### src/rtl/uart_pkg.sv
// Shared UART definitions: byte type and
// default sizing for the receive FIFO.
package uart_pkg;

  localparam int UART_DATA_W     = 8;
  localparam int UART_FIFO_DEPTH = 16;
  localparam int UART_FIFO_AF    = 12;

  typedef logic [UART_DATA_W-1:0] uart_byte_t;

endpackage

### src/rtl/fifo_mem.sv
// Simple dual-port storage for the UART RX FIFO.
// Synchronous write, asynchronous read, no reset.
module fifo_mem
  import uart_pkg::*;
#(
  parameter int DATA_WIDTH = UART_DATA_W,
  parameter int DEPTH      = UART_FIFO_DEPTH,
  localparam int AW        = $clog2(DEPTH)
) (
  input  logic                  clk_i,
  input  logic                  we_i,
  input  logic [AW-1:0]         waddr_i,
  input  logic [DATA_WIDTH-1:0] wdata_i,
  input  logic [AW-1:0]         raddr_i,
  output logic [DATA_WIDTH-1:0] rdata_o
);

  logic [DATA_WIDTH-1:0] mem [DEPTH];

  always_ff @(posedge clk_i) begin
    if (we_i) mem[waddr_i] <= wdata_i;
  end

  assign rdata_o = mem[raddr_i];

endmodule

### src/rtl/uart_rx_fifo.sv
// UART RX byte FIFO with first-word-fall-through
// output register, fill level and sticky stall flag.
module uart_rx_fifo
  import uart_pkg::*;
#(
  parameter int DATA_WIDTH = UART_DATA_W,
  parameter int DEPTH      = UART_FIFO_DEPTH,
  parameter int AF_LEVEL   = UART_FIFO_AF,
  localparam int AW        = $clog2(DEPTH),
  localparam int PW        = AW + 1
) (
  input  logic                  clk_i,
  input  logic                  rst_i,
  input  logic                  flush_i,
  input  logic [DATA_WIDTH-1:0] wr_data_i,
  input  logic                  wr_vld_i,
  output logic                  wr_rdy_o,
  output logic [DATA_WIDTH-1:0] rd_data_o,
  output logic                  rd_vld_o,
  input  logic                  rd_rdy_i,
  output logic [PW-1:0]         level_o,
  output logic                  almost_full_o,
  output logic                  stall_o
);

  logic [PW-1:0]         wptr_q;
  logic [PW-1:0]         rptr_q;
  logic [PW-1:0]         level_q;
  logic [PW-1:0]         level_d;
  logic [DATA_WIDTH-1:0] rd_data_q;
  logic [DATA_WIDTH-1:0] mem_rdata;
  logic                  rd_vld_q;
  logic                  wr_rdy_q;
  logic                  af_q;
  logic                  stall_q;

  logic wr_fire;
  logic rd_fire;
  logic st_empty;
  logic head_free;
  logic load_mem;
  logic bypass;
  logic mem_we;

  always_comb begin
    wr_fire   = wr_vld_i & wr_rdy_q;
    rd_fire   = rd_vld_q & rd_rdy_i;
    st_empty  = (wptr_q == rptr_q);
    head_free = ~rd_vld_q | rd_fire;
    load_mem  = head_free & ~st_empty;
    // empty storage: a write goes straight to the output register
    bypass    = head_free & st_empty & wr_fire;
    mem_we    = wr_fire & ~bypass;
    level_d   = level_q + PW'(wr_fire) - PW'(rd_fire);
  end

  fifo_mem #(
    .DATA_WIDTH (DATA_WIDTH),
    .DEPTH      (DEPTH)
  ) u_mem (
    .clk_i   (clk_i),
    .we_i    (mem_we),
    .waddr_i (wptr_q[AW-1:0]),
    .wdata_i (wr_data_i),
    .raddr_i (rptr_q[AW-1:0]),
    .rdata_o (mem_rdata)
  );

  always_ff @(posedge clk_i or posedge rst_i) begin
    if (rst_i) begin
      wptr_q    <= '0;
      rptr_q    <= '0;
      level_q   <= '0;
      rd_data_q <= '0;
      rd_vld_q  <= 1'b0;
      wr_rdy_q  <= 1'b0;
      af_q      <= 1'b0;
      stall_q   <= 1'b0;
    end else if (flush_i) begin
      wptr_q    <= '0;
      rptr_q    <= '0;
      level_q   <= '0;
      rd_vld_q  <= 1'b0;
      wr_rdy_q  <= 1'b1;
      af_q      <= 1'b0;
      stall_q   <= 1'b0;
    end else begin
      if (mem_we) wptr_q <= wptr_q + 1'b1;
      if (load_mem) begin
        rd_data_q <= mem_rdata;
        rptr_q    <= rptr_q + 1'b1;
        rd_vld_q  <= 1'b1;
      end else if (bypass) begin
        rd_data_q <= wr_data_i;
        rd_vld_q  <= 1'b1;
      end else if (head_free) begin
        rd_vld_q  <= 1'b0;
      end
      level_q  <= level_d;
      wr_rdy_q <= (level_d < PW'(DEPTH));
      af_q     <= (level_d >= PW'(AF_LEVEL));
      if (wr_vld_i && !wr_rdy_q) stall_q <= 1'b1;
    end
  end

  assign wr_rdy_o      = wr_rdy_q;
  assign rd_data_o     = rd_data_q;
  assign rd_vld_o      = rd_vld_q;
  assign level_o       = level_q;
  assign almost_full_o = af_q;
  assign stall_o       = stall_q;

endmodule
### config.mk
export PLATFORM = sky130hd
export DESIGN_NAME = uart_rx_fifo
export DESIGN_NICKNAME = d
export VERILOG_FILES = /design/src/rtl/uart_pkg.sv /design/src/rtl/fifo_mem.sv /design/src/rtl/uart_rx_fifo.sv
export SDC_FILE = /design/constraint.sdc
export NUM_CORES = 1
export LEC_CHECK = 0
export CAP_MARGIN = 25
export CORE_MARGIN = 3
export CORE_UTILIZATION = 50
export CTS_BUF_LIST = sky130_fd_sc_hd__clkbuf_4
export CTS_CLUSTER_SIZE = 20
export DETAILED_ROUTE_END_ITERATION = 10
export PLACE_DENSITY = 0.8
export SKIP_LAST_GASP = 1
export SLEW_MARGIN = 20
export SYNTH_ARGS = -nofsm -noshare
export SYNTH_HDL_FRONTEND = slang
export SYNTH_SLANG_ARGS = --single-unit
### constraint.sdc
create_clock -name clk_i -period 2.5 [get_ports clk_i]
set_input_delay 0.5 -clock clk_i [delete_from_list [all_inputs] [get_ports clk_i]]
set_output_delay 0.5 -clock clk_i [all_outputs]
set_load 0.005 [all_outputs]
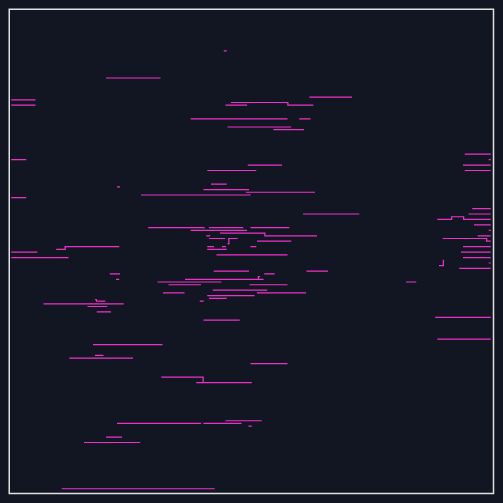
**Above:** run 1 (the metal 3 layer).
(4 px per um)
wire length on this layer: 801 um
share of all routed wire: 6.1%
longest straight run: 38.0 um
main direction: horizontal

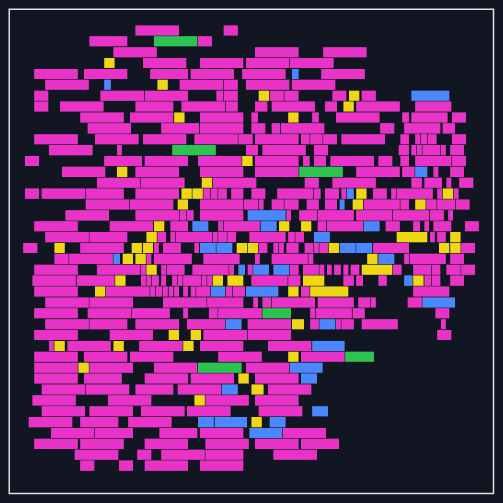
**Above:** run 1 (drive-strength map).
(4 px per um)
| size | colour | cells | share | most used |
|---|---|---|---|---|
| _6 and larger | green | 6 | 1.3% | bufinv_16 |
| _2 cells | blue | 35 | 7.8% | mux2_2 |
| _0 and _1 cells | magenta | 353 | 78% | edfxtp_1 |
| _3 and _4 cells | yellow | 56 | 12% | buf_4 |

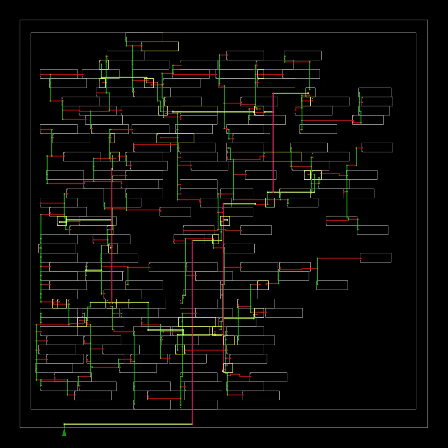
**Above:** run 1 (the clock network).
clock buffer count from CTS: 17
clk_lat worst skew: 0.54 ns
final setup skew: 0.0145 ns
CTS sink cnt: 155

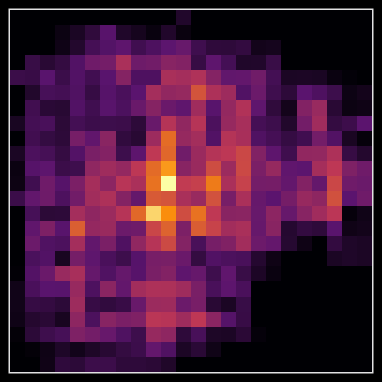
**Above:** run 1 (signal metal coverage by tile).
(3 px per um) The die is cut into 24 by 24 equal tiles; black is low, pale yellow is high, scaled to the fullest tile. Values are wire area over tile area, all layers added.
tiles over half the peak: 5.9%
mean over tiles: 0.14
nearly empty tiles: 24%
emptiest ninth of the die: lower right
total via count in the routed design: 3,637
global routing usage summed across all routing layers: 0.192
wire length after detailed routing: 13,200 um
WL/cell: 21.2 um

==> notes.md, run 1 <==
Results of the implementation run.

The max-slew headroom at the worst pin came out at 0.483. For reference, the most critical setup path is categorized as reg2reg. The synthesized instance count is 375. The area added between synthesis and finish came out at 14.6%. The sum of routed wire segments on met1 came out at 5760 um. The highest achievable clock rate came out at 0.419 GHz. The via count of the first global-routing pass came out at 3,571. The met1 usage is 0.270. The cell depth of the worst setup path is 11. The die width came out at 121 um.

Setup repair after global routing left no endpoint under its margin. Per the STA report, the cell with the highest stage delay on the worst path is sky130_fd_sc_hd__dfrtp_1. The worst setup path is launched from a register. 188 cells are multi-input combinational gates. Leaving out buffers and inverters, the combinational logic in the layout accounts for 1880 sq um.

The final weighted congestion in routability-driven placement is 0.816. The post-layout total power is 6630 uW. The worst hold slack across all endpoints came out at 0.380 ns.

The total number of sequential cells is 155. The register-to-register path setup slack is 0.11 ns. The share of the core filled by cells before placement is 0.517. The synthesis report names the predominant flop master as sky130_fd_sc_hd__edfxtp_1. The kind of end point of the critical path is a register.

The sequential cells in the finished layout cover a total of 4520 sq um. The standard cell core area came out at 12,700 sq um. The count of endpoints failing hold in the final timing report came out at 0. The floorplan has 41 rows. The proportion of register bits with asynchronous set or reset after synthesis came out at 0.174. The netlist area before placement came out at 6580 sq um.

The largest net degree at the start of global routing came out at 30. In the synthesized netlist, the cells that appear most often are sky130_fd_sc_hd__edfxtp_1, sky130_fd_sc_hd__dfrtp_1, sky130_fd_sc_hd__nor2_1, sky130_fd_sc_hd__mux4_1. The layout inverter count without the clock tree is 14.

For this run, the detailed router reports a per-instance via density of 5.84. The total instance count after detailed placement came out at 589. Detailed placement finished with a half-perimeter wire length of 8460 um. Counting flops and latches in the post-synthesis netlist gives 155. The maximum cell stage delay along the critical path is 0.41 ns. For this run, global-route usage on met3 was measured as 0.0454. STA lists the endpoint of the worst register-to-register path as almost_full_o$_DFF_PP0_. Yosys attributes the largest share of cell area to sky130_fd_sc_hd__edfxtp_1, sky130_fd_sc_hd__dfrtp_1, sky130_fd_sc_hd__mux4_1. In this run the post-CTS setup repair buffer count came out at 0. In the post-route analysis, the smallest setup slack over all paths is 0.115 ns. At the worst endpoint, the required time is 2.98 ns. The post-route minimum period came out at 2.39 ns.

The flow ran to the end, and the final reports show no timing, DRC or antenna violations. The synthesized netlist contains 46 unique library cells. The count of warning messages emitted by the tools is 29. Counting plain and timing-repair buffers in the layout gives 61. The routed length on met2 is 6420 um. The post-placement cell area is 7210 sq um. The first global-routing pass estimated 20,400 um of wire. The number of max-slew violations in the final report came out at 0. The startpoint of the worst-slack reg-to-reg timing path is rd_vld_o$_DFFE_PP0P_.

The global router reports that the layer with the highest usage is met2. The flip-flop and latch share of the layout cell area is 0.600. The placement-stage worst setup slack is -0.469 ns.

Setup violations remaining at the end of the flow were counted as 0. The post-route utilization of the core is recorded as 0.593. The final layout net count is 461. The worst reg-to-reg path cell count came out at 11.

For reference, the critical path cell chain is and2_1, ha_1, inv_1, ha_1, inv_1, fa_2, nor2b_2, o21a_1, nor3_1, or3_1, nand2_1. The height of the die came out at 121 um. The highest routed metal layer is met4. The most critical setup path has its startpoint at rd_vld_o$_DFFE_PP0P_. The final standard cell count with taps included and fillers excluded is 623. The category of cells accounting for the largest share of critical-path delay is adder cells. The power density of the placed cells came out at 879 nW/um^2. The initial antenna violation count is 1. Per the post-synthesis report, the nets total 399. The clock network contribution to total cell area is 0.0415.

The final critical-path share of the clock period came out at 0.954. The H-tree depth reported by CTS came out at 4. The number of hold buffers added after cts is 0. The setup TNS after final layout is 0 ns. The endpoint of the worst setup timing path is almost_full_o$_DFF_PP0_. The number of buffer and inverter instances along the worst setup path came out at 2. The mean instance size in the synthesized netlist is 17.5 sq um. The met2 routing resource usage after global routing is 0.294. For the completed layout, the total cell area is recorded as 7540 sq um. The total congestion overflow came out at 0. Yosys printed 0 warnings. The number of top-level pins came out at 30. In this run the worst path has a maximum fanout of 3. The proportion of synthesized chip area in sequential cells is 0.687. The worst hold path belongs to the class in2async. The clock slew seen by the registers of the worst setup and hold paths came out at 0.12 ns. Tap insertion was completed with 172 tapcells. In this run, synthesis inferred 128 flip-flops with an integrated enable. Per the cell usage report, the commonest logic cells after layout are sky130_fd_sc_hd__edfxtp_1, sky130_fd_sc_hd__buf_4, sky130_fd_sc_hd__clkdlybuf4s50_1.

The most used logic cell in the final layout is sky130_fd_sc_hd__edfxtp_1. The area fraction of the dominant cell type after synthesis is 0.584. The share of cell area taken by multi-input logic gates is 0.249. The maximum clock insertion buffer count came out at 2. The static power due to leakage came out at 0.00258 uW. The clock buffer count in the final layout is 18. The cell type with the highest aggregate area in the netlist is sky130_fd_sc_hd__edfxtp_1.

The chip area is 14,600 sq um. The number of detailed-routing iterations run before antenna repair is 5. The area recorded from the Yosys report for this design is 6580 sq um. The OpenROAD report gives the critical path a data arrival time of 2.87 ns. The wire length on met3 came out at 801 um. The quantity of I/O buffers inserted on ports is 29. In this run the maximum-capacitance check reported violations numbering 0. Per the Yosys statistics, synthesis produced 375 cells. For the pin with the worst max-slew slack, the measured transition is 0.772 ns.

The clock tree from TritonCTS is yes. Per the post-route antenna check, the number of violating nets is 0. The first routing iteration left 261 violations. The most common cell in the synthesized netlist is sky130_fd_sc_hd__edfxtp_1.

The final antenna diode tally reported by the flow is 1.
[run 1: sequential cells by signal, indices dropped and copies added, names as in the netlist]
register	cells
level_o	5
stall_o	1
rd_vld_o	1
almost_full_o	1
rptr_q	5
wr_rdy_o	1
rd_data_o	8
wptr_q	5
u_mem.mem	128
[run 1: logic make-up after synthesis]
family / count (synthesis) / synth area share
xor+xnor: 9 / 0.0120
simple gates: 75 / 0.0580
flops: 155 / 0.687
mux: 52 / 0.138
compound gates: 41 / 0.0548
fa+ha+maj: 11 / 0.0221
buf+inv: 32 / 0.0281
[run 1: where the power goes]
part	switching [uW]	internal, uW
sequential	164	3010
combinational	893	934
clock	840	792
total	1900	4730
**Run 1: where the registers sit**

(3 px per um) Other sequential cells in the stronger grey, the rest of the logic in the fainter grey.
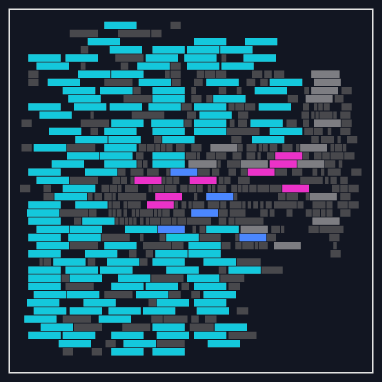

==> run 2, diff against run 1 <==
CORE_ASPECT_RATIO = 1.5   (was unset)
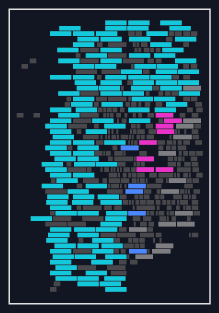
**Above:** run 2 (where the registers sit).
(2 px per um) Other sequential cells in the stronger grey, the rest of the logic in the fainter grey.
| signal | colour | placed flops |
|---|---|---|
| u_mem.mem | cyan | 128 |
| rd_data_o | magenta | 8 |
| wptr_q | blue | 5 |
utilization of the core after routing: 0.597
footprint of the flip-flops and latches: 4520 sq um

==> notes.md, run 2 <==
Results of the implementation run.

The flow ran to the end, and the final reports show no timing, DRC or antenna violations. The reported sequential group power came out at 3180 uW (about the same). The post-layout total power is 6850 uW (+3.3%). The maximum cell stage delay along the critical path was 0.42 ns (about the same). The via count of the first global-routing pass came out at 3,826 (+7.1%). The top cell type by instance count after synthesis is sky130_fd_sc_hd__edfxtp_1.

The count of warning messages emitted by the tools came out at 29 (unchanged). Sorting the synthesized cells by how often they occur yields sky130_fd_sc_hd__edfxtp_1, sky130_fd_sc_hd__dfrtp_1, sky130_fd_sc_hd__nor2_1, sky130_fd_sc_hd__mux4_1. The final critical-path share of the clock period came out at 0.939 (-0.0148). The height of the die came to 146 um (+21%).

The area added between synthesis and finish is 15.2%. The number of hold buffers added after cts is 0 (unchanged). The post-route clock skew was 0.0204 ns (+0.00589 ns). The final design area excluding fillers is 7580 sq um (+0.55%). The share of power burned in combinational logic was 0.263 (-0.013). The cell depth of the worst setup path is 11 (unchanged). The mean instance size in the synthesized netlist came to 17.5 sq um (unchanged).

The number of warnings issued by yosys came out at 0 (unchanged). The count of different cell masters after synthesis came out at 46 (unchanged). The proportion of synthesized chip area in sequential cells is 0.687 (unchanged).

The commonest register cell is sky130_fd_sc_hd__edfxtp_1. The number of top-level pins was 30 (unchanged). The area figure in the yosys stat output came out at 6580 sq um (unchanged). The type of the most critical hold path is in2async. The most used logic cell in the final layout is sky130_fd_sc_hd__edfxtp_1. The kind of cell with the highest combined delay along the critical path is simple AND/OR/NAND/NOR gates. The number of flip-flops under the largest register name came out at 128 (unchanged). The post-route minimum period came to 2.35 ns (-0.0370 ns). The setup TNS after final layout is 0 ns (unchanged). The number of DRC markers in iteration 0 came out at 196 (-25%).

The register-to-register path setup slack came out at 0.15 ns (+0.04 ns). TritonCTS built the clock tree. The count of plain and timing-repair buffers came out at 62 (+1.6%). More flip-flops sit in one register than any other, and that register is u_mem.mem. The total of endpoints with negative setup slack in the final report came out at 0 (unchanged). OpenSTA lists the critical path endpoint as almost_full_o$_DFF_PP0_. The share of cell area taken by multi-input logic gates came out at 0.248 (-0.00169). The group that draws the most power in this run is sequential cells. The clock group total power was 1870 uW (+15%). The well tap count is 156 (-9.3%). The number of sinks on the clock net came out at 155 (unchanged).

The half-perimeter wire length of the detailed placement result is 8940 um (+5.7%). The number of buffer and inverter instances along the worst setup path is 2 (unchanged). In the layout the commonest cells are sky130_fd_sc_hd__edfxtp_1, sky130_fd_sc_hd__buf_4, sky130_fd_sc_hd__clkdlybuf4s50_1. The proportion of register bits with asynchronous set or reset after synthesis was 0.174 (unchanged). The final layout net count came out at 462 (+0.22%). The total inserted antenna cells is 1 (unchanged). The maximum clock insertion buffer count came out at 2 (unchanged). The transition time of the tightest slew-check pin is 0.766 ns (-0.00638 ns).

The launch point of the critical path is rd_vld_o$_DFFE_PP0P_. The multi-input combinational cell area came out at 1880 sq um (-0.13%). The worst reg-to-reg path cell count is 11 (unchanged). The largest net degree at the start of global routing came out at 30 (unchanged).

The share of the core filled by cells before placement came out at 0.518 (+0.000917). The total congestion overflow is 0 (unchanged). The setup slack of the critical path after layout came out at 0.152 ns (+0.0370 ns). The power density of the placed cells is 903 nW/um^2 (+2.7%). The critical-path maximum fanout was 3 (unchanged). The number of detailed-routing iterations run before antenna repair came to 7 (+2). The area fraction of the dominant cell type after synthesis is 0.584 (unchanged). The number of buffers created by CTS came to 17 (unchanged). The clock buffer count in the final layout is 17 (-1). The clock slew seen by the registers of the worst setup and hold paths is 0.15 ns (+0.03 ns). sky130_fd_sc_hd__edfxtp_1 takes more of the synthesized area than any other cell. The category of the worst setup path launch point is a register.
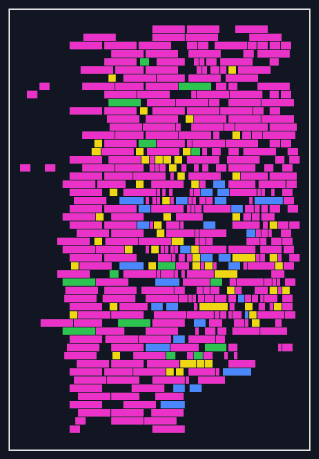
**Above:** run 2 (drive-strength map).
(3 px per um)
| size | colour | cells | share |
|---|---|---|---|
| _2 cells | blue | 29 | 6.4% |
| _6 and larger | green | 14 | 3.1% |
| _0 and _1 cells | magenta | 352 | 78% |
| _3 and _4 cells | yellow | 56 | 12% |

## run 2: metal layers
metal / vias to the layer above / track usage / wire [um]
met4: 0 / 0.102 / 586
li1: 1627 / - / -
met3: 33 / 0.0449 / 629
met2: 139 / 0.313 / 6730
met1: 1796 / 0.228 / 4960
met5: - / 0 / 0
## run 2: kinds of logic after synthesis
kind of cell / synth area share
and+or+nand+nor: 0.0580
AOI/OAI and AO/OA: 0.0548
muxes: 0.138
buffers and inverters: 0.0281
adders and majority gates: 0.0221
xor gates and xnor gates: 0.0120
DFF: 0.687
Power figures rest on the tool's default switching activity, not on a simulated workload.
